$ cat config.mk
export PLATFORM = sky130hd
export DESIGN_NAME = mem_word_assembler_flat
export DESIGN_NICKNAME = d
export VERILOG_FILES = /design/src/rtl/mem_word_assembler_pkg.sv /design/src/rtl/mem_word_assembler_if.sv /design/src/rtl/mem_word_assembler_wait_timer.sv /design/src/rtl/mem_word_assembler.sv /design/src/flat_wrapper.sv
export SDC_FILE = /design/constraint.sdc
export NUM_CORES = 1
export LEC_CHECK = 0
export CORE_UTILIZATION = 30
export DETAILED_ROUTE_END_ITERATION = 6
export GPL_TIMING_DRIVEN = 0
export SLEW_MARGIN = 5
export SYNTH_ARGS = -nofsm -noshare
export SYNTH_HDL_FRONTEND = slang
export SYNTH_SLANG_ARGS = --single-unit
$ cat constraint.sdc
create_clock -name clock -period 1.9 [get_ports clock]
set_input_delay 0.285 -clock clock [delete_from_list [all_inputs] [get_ports clock]]
set_output_delay 0.285 -clock clock [all_outputs]
set_load 0.02 [all_outputs]
$ cat src/rtl/mem_word_assembler_pkg.sv
//------------------------------------------------------------------------------
// mem_word_assembler_pkg : shared state encoding and constants for the assembler
// Revision: 1.0
//------------------------------------------------------------------------------
`default_nettype none
`timescale 1ns/1ps

package mem_word_assembler_pkg;

    typedef enum logic [1:0] {
        IDLE  = 2'd0,
        RD_LO = 2'd1,
        RD_HI = 2'd2,
        DONE  = 2'd3
    } state_e;

    localparam logic [15:0] WORD_ERR    = 16'hFFFF;

    // Little-endian: the even byte address carries bits [7:0].
    localparam logic        LO_BYTE_SEL = 1'b0;
    localparam logic        HI_BYTE_SEL = 1'b1;

    function automatic logic [15:0] pack_word(input logic [7:0] hi, input logic [7:0] lo);
        return {hi, lo};
    endfunction

endpackage

`default_nettype wire

$ cat src/rtl/mem_word_assembler_if.sv
//------------------------------------------------------------------------------
// mem_word_assembler_if : request/result and byte-memory bus of the assembler
// Revision: 1.0
//------------------------------------------------------------------------------
`default_nettype none
`timescale 1ns/1ps

interface mem_word_assembler_if #(
    parameter int ADDR_W = 16
) ();

    logic              req;
    logic [ADDR_W-2:0] word_addr;
    logic              busy;
    logic              done;
    logic [15:0]       word_out;
    logic              err;
    logic [ADDR_W-1:0] mem_addr;
    logic              mem_rd;
    logic [7:0]        mem_rdata;
    logic              mem_ready;

    // master: control unit + memory side; slave: the assembler itself
    modport master (
        output req, word_addr, mem_rdata, mem_ready,
        input  busy, done, word_out, err, mem_addr, mem_rd
    );

    modport slave (
        input  req, word_addr, mem_rdata, mem_ready,
        output busy, done, word_out, err, mem_addr, mem_rd
    );

endinterface

`default_nettype wire

$ cat src/rtl/mem_word_assembler_wait_timer.sv
//------------------------------------------------------------------------------
// mem_word_assembler_wait_timer : wait-cycle counter with clear, enable, expiry
// Revision: 1.0
//------------------------------------------------------------------------------
`default_nettype none
`timescale 1ns/1ps

module mem_word_assembler_wait_timer #(
    parameter int TIMEOUT = 15
) (
    input  logic clock,
    input  logic reset_n,
    input  logic clear_i,
    input  logic en_i,
    output logic expired_o
);

    localparam int CNT_W = (TIMEOUT < 2) ? 1 : $clog2(TIMEOUT + 1);

    logic [CNT_W-1:0] cnt_q;
    logic [CNT_W-1:0] cnt_d;

    // Expiry fires on the TIMEOUT-th consecutive enabled cycle itself.
    assign expired_o = en_i && (cnt_q == CNT_W'(TIMEOUT - 1));

    always_comb begin
        cnt_d = cnt_q;
        if (clear_i) begin
            cnt_d = '0;
        end else if (en_i) begin
            cnt_d = cnt_q + 1'b1;
        end
    end

    always_ff @(posedge clock or negedge reset_n) begin
        if (!reset_n) begin
            cnt_q <= '0;
        end else begin
            cnt_q <= cnt_d;
        end
    end

endmodule

`default_nettype wire

$ cat src/rtl/mem_word_assembler.sv
//------------------------------------------------------------------------------
// mem_word_assembler : fetches two bytes and presents a 16-bit little-endian word
// Optional macro WAIT_TIMEOUT_EN adds a per-byte wait timeout with err pulse.
// Revision: 1.0
//------------------------------------------------------------------------------
`default_nettype none
`timescale 1ns/1ps

module mem_word_assembler
    import mem_word_assembler_pkg::*;
#(
    parameter int ADDR_W  = 16,
    parameter int TIMEOUT = 15
) (
    input  logic                 clock,
    input  logic                 reset_n,
    mem_word_assembler_if.slave  bus
);

    state_e            state_q,    state_d;
    logic [ADDR_W-2:0] addr_q,     addr_d;
    logic [7:0]        lo_q,       lo_d;
    logic [15:0]       word_q,     word_d;
    logic              busy_q,     busy_d;
    logic              done_q,     done_d;
    logic              mem_rd_q,   mem_rd_d;
    logic [ADDR_W-1:0] mem_addr_q, mem_addr_d;

`ifdef WAIT_TIMEOUT_EN
    logic err_q, err_d;
    logic in_read_w;
    logic timeout_w;

    assign in_read_w = (state_q == RD_LO) || (state_q == RD_HI);

    // Clearing on mem_ready restarts the count for the next byte's state entry.
    mem_word_assembler_wait_timer #(
        .TIMEOUT (TIMEOUT)
    ) wait_timer (
        .clock     (clock),
        .reset_n   (reset_n),
        .clear_i   (!in_read_w || bus.mem_ready),
        .en_i      (in_read_w && !bus.mem_ready),
        .expired_o (timeout_w)
    );

    assign bus.err = err_q;
`else
    assign bus.err = 1'b0;
`endif

    always_comb begin
        state_d = state_q;
        addr_d  = addr_q;
        lo_d    = lo_q;
        word_d  = word_q;
`ifdef WAIT_TIMEOUT_EN
        err_d   = 1'b0;
`endif
        case (state_q)
            IDLE: begin
                if (bus.req) begin
                    addr_d  = bus.word_addr;
                    state_d = RD_LO;
                end
            end
            RD_LO: begin
                if (bus.mem_ready) begin
                    lo_d    = bus.mem_rdata;
                    state_d = RD_HI;
                end
`ifdef WAIT_TIMEOUT_EN
                else if (timeout_w) begin
                    word_d  = WORD_ERR;
                    err_d   = 1'b1;
                    state_d = DONE;
                end
`endif
            end
            RD_HI: begin
                if (bus.mem_ready) begin
                    word_d  = pack_word(bus.mem_rdata, lo_q);
                    state_d = DONE;
                end
`ifdef WAIT_TIMEOUT_EN
                else if (timeout_w) begin
                    word_d  = WORD_ERR;
                    err_d   = 1'b1;
                    state_d = DONE;
                end
`endif
            end
            DONE:    state_d = IDLE;
            default: state_d = IDLE;
        endcase

        // Outputs are registered, so they are decoded from the next state.
        busy_d     = (state_d != IDLE);
        done_d     = (state_d == DONE);
        mem_rd_d   = (state_d == RD_LO) || (state_d == RD_HI);
        mem_addr_d = mem_addr_q;
        if (state_d == RD_LO) begin
            mem_addr_d = {addr_d, LO_BYTE_SEL};
        end else if (state_d == RD_HI) begin
            mem_addr_d = {addr_d, HI_BYTE_SEL};
        end
    end

    always_ff @(posedge clock or negedge reset_n) begin
        if (!reset_n) begin
            state_q    <= IDLE;
            addr_q     <= '0;
            lo_q       <= '0;
            word_q     <= '0;
            busy_q     <= 1'b0;
            done_q     <= 1'b0;
            mem_rd_q   <= 1'b0;
            mem_addr_q <= '0;
        end else begin
            state_q    <= state_d;
            addr_q     <= addr_d;
            lo_q       <= lo_d;
            word_q     <= word_d;
            busy_q     <= busy_d;
            done_q     <= done_d;
            mem_rd_q   <= mem_rd_d;
            mem_addr_q <= mem_addr_d;
        end
    end

`ifdef WAIT_TIMEOUT_EN
    always_ff @(posedge clock or negedge reset_n) begin
        if (!reset_n) begin
            err_q <= 1'b0;
        end else begin
            err_q <= err_d;
        end
    end
`endif

    assign bus.busy     = busy_q;
    assign bus.done     = done_q;
    assign bus.word_out = word_q;
    assign bus.mem_rd   = mem_rd_q;
    assign bus.mem_addr = mem_addr_q;

endmodule

`default_nettype wire

$ cat src/flat_wrapper.sv
// flat-port wrapper written by rule: the top's interface ports become plain ports
module mem_word_assembler_flat import mem_word_assembler_pkg::*;
#(
    parameter int ADDR_W  = 16,
    parameter int TIMEOUT = 15
)
  (clock, reset_n, bus_req, bus_word_addr, bus_mem_rdata, bus_mem_ready, bus_busy, bus_done, bus_word_out, bus_err, bus_mem_addr, bus_mem_rd);
  mem_word_assembler_if #(.ADDR_W(ADDR_W)) bus_i ();
  input  logic clock;
  input  logic reset_n;
  input wire logic [$bits(bus_i.req)-1:0] bus_req;
  input wire logic [$bits(bus_i.word_addr)-1:0] bus_word_addr;
  input wire logic [$bits(bus_i.mem_rdata)-1:0] bus_mem_rdata;
  input wire logic [$bits(bus_i.mem_ready)-1:0] bus_mem_ready;
  output wire logic [$bits(bus_i.busy)-1:0] bus_busy;
  output wire logic [$bits(bus_i.done)-1:0] bus_done;
  output wire logic [$bits(bus_i.word_out)-1:0] bus_word_out;
  output wire logic [$bits(bus_i.err)-1:0] bus_err;
  output wire logic [$bits(bus_i.mem_addr)-1:0] bus_mem_addr;
  output wire logic [$bits(bus_i.mem_rd)-1:0] bus_mem_rd;
  assign bus_i.req = bus_req;
  assign bus_i.word_addr = bus_word_addr;
  assign bus_i.mem_rdata = bus_mem_rdata;
  assign bus_i.mem_ready = bus_mem_ready;
  assign bus_busy = bus_i.busy;
  assign bus_done = bus_i.done;
  assign bus_word_out = bus_i.word_out;
  assign bus_err = bus_i.err;
  assign bus_mem_addr = bus_i.mem_addr;
  assign bus_mem_rd = bus_i.mem_rd;
  mem_word_assembler #(.ADDR_W(ADDR_W), .TIMEOUT(TIMEOUT)) u_core (.clock(clock), .reset_n(reset_n), .bus(bus_i));
endmodule
==> impl_metrics.py, run 1 <==
# Generated from Yosys and OpenROAD reports
metrics = {
    "finish": {
        "bufAreaShareNonClock_pct": 20.7,
        "clock_cell_area_share_pct": 4.85,
        "layout.nets": 289,
        "comb-cell-share_pct": 23.5,
        "fillCellCount": 718,
        "seqAreaFraction_pct": 46.6,
        "area_growth_pct": 39.3,
        "fin_area_sq_um": 3220,
        "layout-drive-gt1-share_pct": 19.8,
        "layout.cells.largest_class": "registers",
        "design.seq.count": 60,
        "area.combinational_sq_um": 758,
        "num-multi-input-gates": 114,
        "diodes": 0,
    },
    "power": {
        "power_frac_clock_pct": 15.4,
        "power_frac_comb_pct": 47.4,
        "netSwitchingFraction_pct": 36.7,
        "power_report.internal_total_mw": 3.86,
        "vdd_drop_max_v": 0.000729,
        "power_clock_uw": 943,
        "p_seq_share_pct": 37.1,
        "p_total_mw": 6.10,
    },
    "hold_path": {
        "min_path_type": "input port to async pin",
    },
    "sta": {
        "layout_worst_path_cycle_share_pct": 91.1,
        "fin_tns_setup_ns": 0,
        "fmax_mhz": 578,
        "rsz0062_at_grt": "false",
        "final.setup_skew_ns": 0.00575,
        "timing.final.setup_violations": 0,
        "final_max_slew_viol_count": 0,
        "final_hold_viol_count": 0,
        "slew_headroom_pct": 48.2,
        "worst-slew-pin-transition_ns": 0.777,
    },
    "cts": {
        "h-tree-depth": 3,
        "clk_root_buffer_cell": "clkbuf_8",
        "number_of_hold_repair_buffers_added_at_the_cts_stage": 0,
        "worstSkewPairLatency_ns": 0.32,
        "cts.reportedPaths.clkPinSlew_ns": 0.06,
        "max-clock-path-buffers": 2,
    },
    "setup_path": {
        "crit_path_max_fanout": 10,
        "critical_path_required_ns": 2.14,
        "path_class": "flip-flop to flip-flop",
        "critical_path.reg2reg.endpoint": "u_core.bus.mem_addr[11]$_DFFE_PN0P_",
        "worst_setup_path_endpoint": "u_core.bus.mem_addr[11]$_DFFE_PN0P_",
        "startpoint": "u_core.state_q[1]$_DFF_PN0_",
        "ff2ff_path_depth": 7,
        "worst_setup_path_end_kind": "flip-flop",
        "r2r_start": "u_core.state_q[1]$_DFF_PN0_",
        "critical_path_start_type": "flip-flop",
    },
    "route": {
        "initialDrtViolationCount": 43,
        "final_antenna_net_count": 0,
        "remaining_drc_errors": 0,
        "drt_first_pass_iters": 4,
    },
    "global_route": {
        "grt_pass1_wl_um": 8110,
        "grt_antenna_before_repair": 0,
        "globalRoute.busiestLayer": "met2",
        "vias_in_the_first_global_route": 1605,
    },
    "floorplan": {
        "pin_count": 63,
        "initial_core_util_pct": 31.4,
        "core.rowCount": 31,
        "fp.coreArea_sq_um": 7370,
        "well_tap_count": 99,
    },
    "synth": {
        "netlist_top_cells_count": "dfrtp_1 (60), nand2_1 (46), nor2_1 (16), a31oi_1 (15), mux2_2 (14)",
        "ys_cells": 186,
        "synth.top_cell.area_share_pct": 64.9,
        "syn_nets": 216,
        "fa_ha_maj_area_share_pct": 1.62,
        "synth_simple_gate_area_share_pct": 12.5,
        "postSynthCellCount": 186,
        "synth.avg_cell_area_sq_um": 12.4,
        "yosys.cell_count.top_type": "dfrtp_1",
        "synth_area_sq_um": 2310,
        "yosysTopAreaCell": "dfrtp_1",
        "ys_top_logic_family": "multiplexers",
    },
    "place": {
        "port-buffer-count": 61,
        "routabilityCongestion": 0.690,
    },
    "run_status": {
        "outcome": "completed",
    },
}
## run 1: registers in the layout (all words and copies together), names as in the netlist
| name | cells |
|---|---|
| u_core.addr_q | 15 |
| u_core.bus.busy | 1 |
| u_core.bus.done | 1 |
| u_core.bus.mem_addr | 16 |
| u_core.bus.mem_rd | 1 |
| u_core.bus.word_out | 16 |
| u_core.lo_q | 8 |
| u_core.state_q | 2 |
## run 1: through the flow
stage | hold slack [ns] | util [%] | setup slack [ns] | instances
floorplan | -0.0106 | - | 0.0854 | 186
global placement | 0.451 | 41.3 | -1.41 | 346
detailed placement | 0.417 | 41.3 | -0.837 | 346
CTS | 0.0663 | 43.6 | 0.0187 | 361
global route | 0.0961 | 43.7 | 0.0143 | 361
finish | 0.0271 | 43.7 | 0.170 | 361
## run 1: cell usage in the layout, fill, tap and decap left out, types with 4 or more instances in the layout
master	synthesis	final
mux2_4	10	10
mux2_2	14	14
dfrtp_1	60	60
buf_2	3	4
clkbuf_8	0	10
inv_1	4	4
a31oi_1	15	15
nand2_1	46	46
nor2_1	16	16
clkdlybuf4s50_1	0	60
## run 1: repair_timing
action,in CTS,in global routing
setup endpoints to repair,16,16
gates resized,3,5
hold endpoints to repair,0,0
buffers inserted,1,0
## run 1: layer usage
layer,routed length (um),part of all wire (%),vias to the layer above
li1,-,-,761
met1,2260,48,769
met2,2100,45,56
met3,279,5.9,9
met4,64,1.4,0
met5,0,0,-
## run 1: critical path, cell delays in order, from the launching register on
cell and delay, ns:
dfrtp_1 0.44, nand3b_1 0.21, inv_1 0.08, nor2_1 0.06, ha_1 0.36, buf_2 0.28, nor2_1 0.08, a31oi_1 0.15
Fig. 1: run 1, routed metal, one colour a layer
Scale: 6 px per um. Two of the layers only.
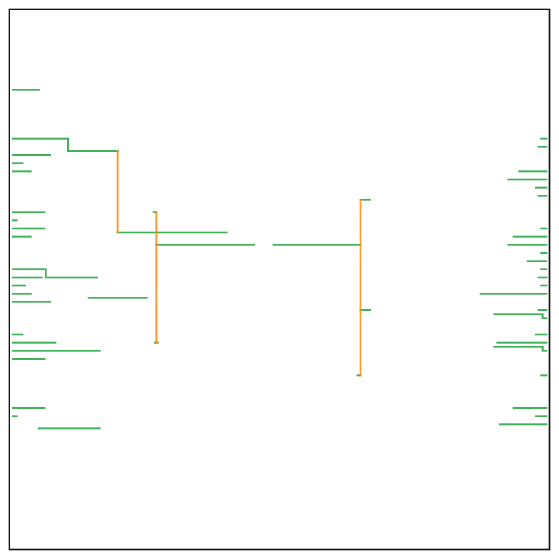
legend:
  orange:
    layer: met4
    wire_length: 64.6 um
  green:
    layer: met3
    wire_length: 280 um
via total after detailed routing: 1595
Routed wire per std cell: 13.0 um
detailed-route wire length: 4700 um

Fig. 2: run 1, sequential cells coloured by netlist name
Scale: 6 px per um. Other sequential cells in the stronger grey, the rest of the logic in the fainter grey.
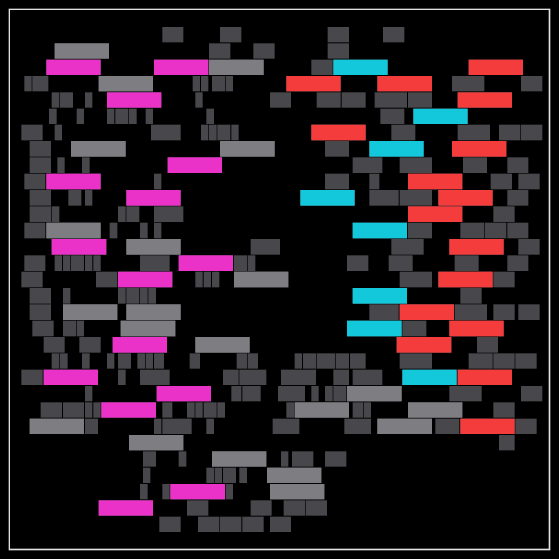
legend:
  cyan:
    signal: `u_core.lo_q`
    sequential_cells: 8
  magenta:
    signal: `u_core.addr_q`
    sequential_cells: 15
  red:
    signal: `u_core.bus.word_out`
    sequential_cells: 16
area used by sequential logic in the layout: 1500 sq um
share of the core filled with cells in the final layout: 43.7%
power in sequential cells: 2.26 mW

Fig. 3: run 1, routing congestion
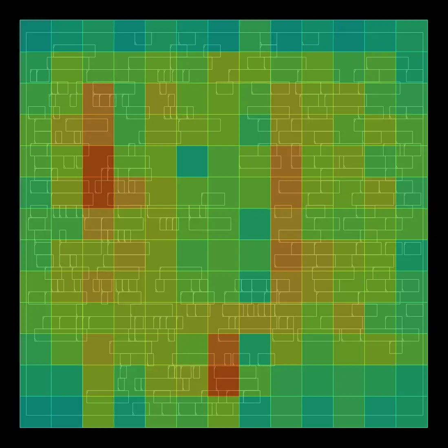
combined global-route utilization of all metal layers: 12.9%
fraction of met1 tracks used by global routing: 17.8%

Fig. 4: run 1, metal 1
Scale: 6 px per um. Supply wires on this layer in grey. Cells faint in the background.
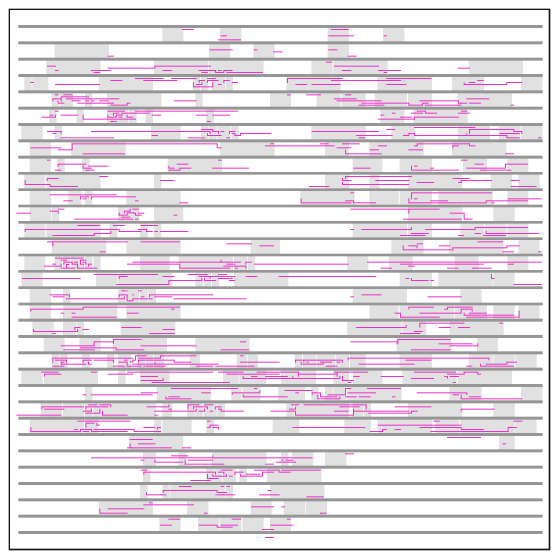
longest straight run: 36.8 um
share of all routed wire: 48%
nets with wire on the layer: 242

Fig. 5: run 1, the metal 3 layer
Scale: 4 px per um. Cells faint in the background.
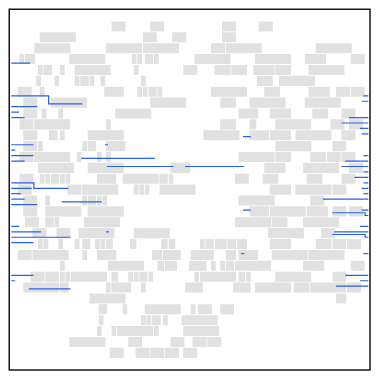

==> run 1 -> run 2 <==
--- a/config.mk
+++ b/config.mk
@@ -5,9 +5,10 @@
 export SDC_FILE = /design/constraint.sdc
 export NUM_CORES = 1
 export LEC_CHECK = 0
-export CORE_UTILIZATION = 30
+export CORE_UTILIZATION = 43
 export DETAILED_ROUTE_END_ITERATION = 6
 export GPL_TIMING_DRIVEN = 0
+export PLACE_DENSITY = 0.75
 export SLEW_MARGIN = 5
 export SYNTH_ARGS = -nofsm -noshare
 export SYNTH_HDL_FRONTEND = slang
Fig. 6: run 2, the metal 3 layer
Scale: 4 px per um. Cells faint in the background.
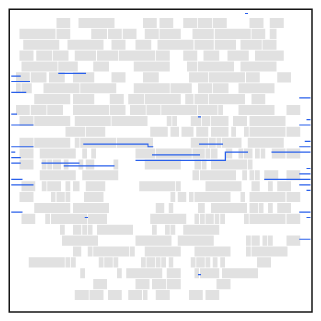
nets with wire on the layer: 30
wire length on this layer: 173 um
longest straight run: 22.3 um
detailed-route wire length: 4340 um
fraction of met3 tracks used by global routing: 4.37%
via total after detailed routing: 1572

==> impl_metrics.py, run 2 <==
# Generated from Yosys and OpenROAD reports
metrics = {
    "run_status": {
        "outcome": "completed",
    },
    "route": {
        "routed_wire_per_std_cell_um": 12.9,
        "remaining_drc_errors": 0,
        "initialDrtViolationCount": 77,
        "final_antenna_net_count": 0,
    },
    "finish": {
        "layout.nets": 291,
        "fin_area_sq_um": 3230,
        "layout-drive-gt1-share_pct": 19.5,
        "diodes": 0,
        "area_growth_pct": 39.6,
        "mostFrequentLayoutCells": "clkdlybuf4s50_1 (60), dfrtp_1 (60), nand2_1 (46)",
    },
    "global_route": {
        "grt_antenna_before_repair": 0,
        "vias_in_the_first_global_route": 1508,
        "grt_pass1_wl_um": 7030,
        "track_usage_pct": 17.4,
    },
    "floorplan": {
        "core.rowCount": 26,
        "initial_core_util_pct": 45.0,
        "fp.coreArea_sq_um": 5140,
        "pin_count": 63,
    },
    "setup_path": {
        "path_class": "flip-flop to flip-flop",
        "startpoint": "u_core.state_q[1]$_DFF_PN0_",
        "r2r_start": "u_core.state_q[1]$_DFF_PN0_",
        "worst_setup_path_endpoint": "u_core.bus.mem_addr[10]$_DFFE_PN0P_",
        "critical_path_start_type": "flip-flop",
        "crit_path_max_fanout": 10,
        "critical_path.reg2reg.endpoint": "u_core.bus.mem_addr[10]$_DFFE_PN0P_",
    },
    "place": {
        "port-buffer-count": 61,
        "pre_cts_setup_slack_ns": -0.693,
        "routabilityCongestion": 0.738,
        "dpl.cell_count": 318,
    },
    "synth": {
        "synth.top_cell.area_share_pct": 64.9,
        "syn_nets": 216,
        "netlist_top_cells_count": "dfrtp_1 (60), nand2_1 (46), nor2_1 (16), a31oi_1 (15), mux2_2 (14)",
        "synth.avg_cell_area_sq_um": 12.4,
        "ys_cells": 186,
        "synth_area_sq_um": 2310,
        "yosysTopAreaCell": "dfrtp_1",
        "postSynthCellCount": 186,
    },
    "sta": {
        "final_hold_viol_count": 0,
        "fmax_mhz": 577,
        "worst-slew-pin-transition_ns": 0.617,
        "finalWorstSetupSlack_ns": 0.166,
        "timing.final.setup_violations": 0,
        "final_max_slew_viol_count": 0,
        "fin_tns_setup_ns": 0,
        "final.setup_skew_ns": 0.00286,
        "slew_headroom_pct": 58.9,
        "rsz0062_at_grt": "false",
        "fin_hold_ws_ns": 0.470,
    },
    "cts": {
        "worstSkewPairLatency_ns": 0.33,
        "max-clock-path-buffers": 2,
        "h-tree-depth": 3,
        "cts.reportedPaths.clkPinSlew_ns": 0.06,
    },
    "power": {
        "vdd_drop_max_v": 0.00100,
        "p_total_mw": 6.16,
    },
}
Fig. 7: run 2, sequential cells coloured by netlist name
Scale: 6 px per um. Other sequential cells in the stronger grey, the rest of the logic in the fainter grey.
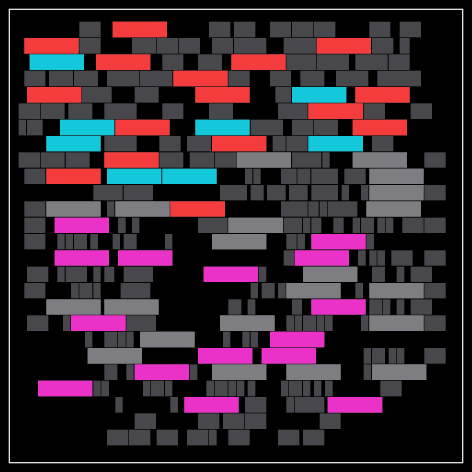
legend:
  cyan:
    signal: `u_core.lo_q`
    sequential_cells: 8
  red:
    signal: `u_core.bus.word_out`
    sequential_cells: 16
  magenta:
    signal: `u_core.addr_q`
    sequential_cells: 15
not coloured: 21
power in sequential cells: 2.25 mW
flop share of the area: 46.5%
share of the core filled with cells in the final layout: 62.8%

run 2: cell counts after synthesis:
No cell type changed its count.
run 2: layer usage:
layer,global-route usage (%),routed length (um),up-vias
met1,23.8,2010,750
li1,-,-,773
met5,0,0,-
met2,25.5,2050,40
met3,4.37,173,9
met4,9.88,110,0
run 2: cells by family (layout without fill, tap and decap cells):
family / Yosys count / after routing / share of synthesized area (%)
AND-OR/OR-AND: 16 / 16 / 4.44
buffers and inverters: 12 / 92 / 2.60
flip-flops: 60 / 60 / 64.9
adder cells (fa/ha/maj): 3 / 3 / 1.62
multiplexers: 25 / 25 / 13.7
AND/OR/NAND/NOR: 69 / 69 / 12.5
other: 1 / 1 / 0.162
run 2: power breakdown:
part | switching [mW] | internal, mW
Combinational | 1.46 | 1.42
Sequential | 0.299 | 1.95
Clock | 0.454 | 0.580
run 2: cell type report:
cell class / count / area, sq um
Clock buffer: 15 / 176
Tap cell: 70 / 87.6
Fill cell: 438 / 1910
Multi-Input combinational cell: 114 / 751
Sequential cell: 60 / 1500
Inverter: 4 / 15.0
Buffer: 8 / 48.8
Timing Repair Buffer: 64 / 643
Clock inverter: 1 / 5.00
run 2: worst max-delay path, cell delays in order (launching register included):
cell and delay (ns):
dfrtp_1 0.42, nand3b_1 0.21, inv_1 0.08, nor2_1 0.06
ha_1 0.36, clkbuf_2 0.28, nor2_1 0.08, a31oi_1 0.15
run 2: what timing repair did:
item,4_1_cts,5_1_grt
buffers inserted,1,0
endpoints found under the hold margin,27,0
hold buffers,1,0
resized,3,1
pin swaps,0,0
endpoints found under the setup margin,16,16
No activity file was given, so power comes from the tool's default toggle rates.
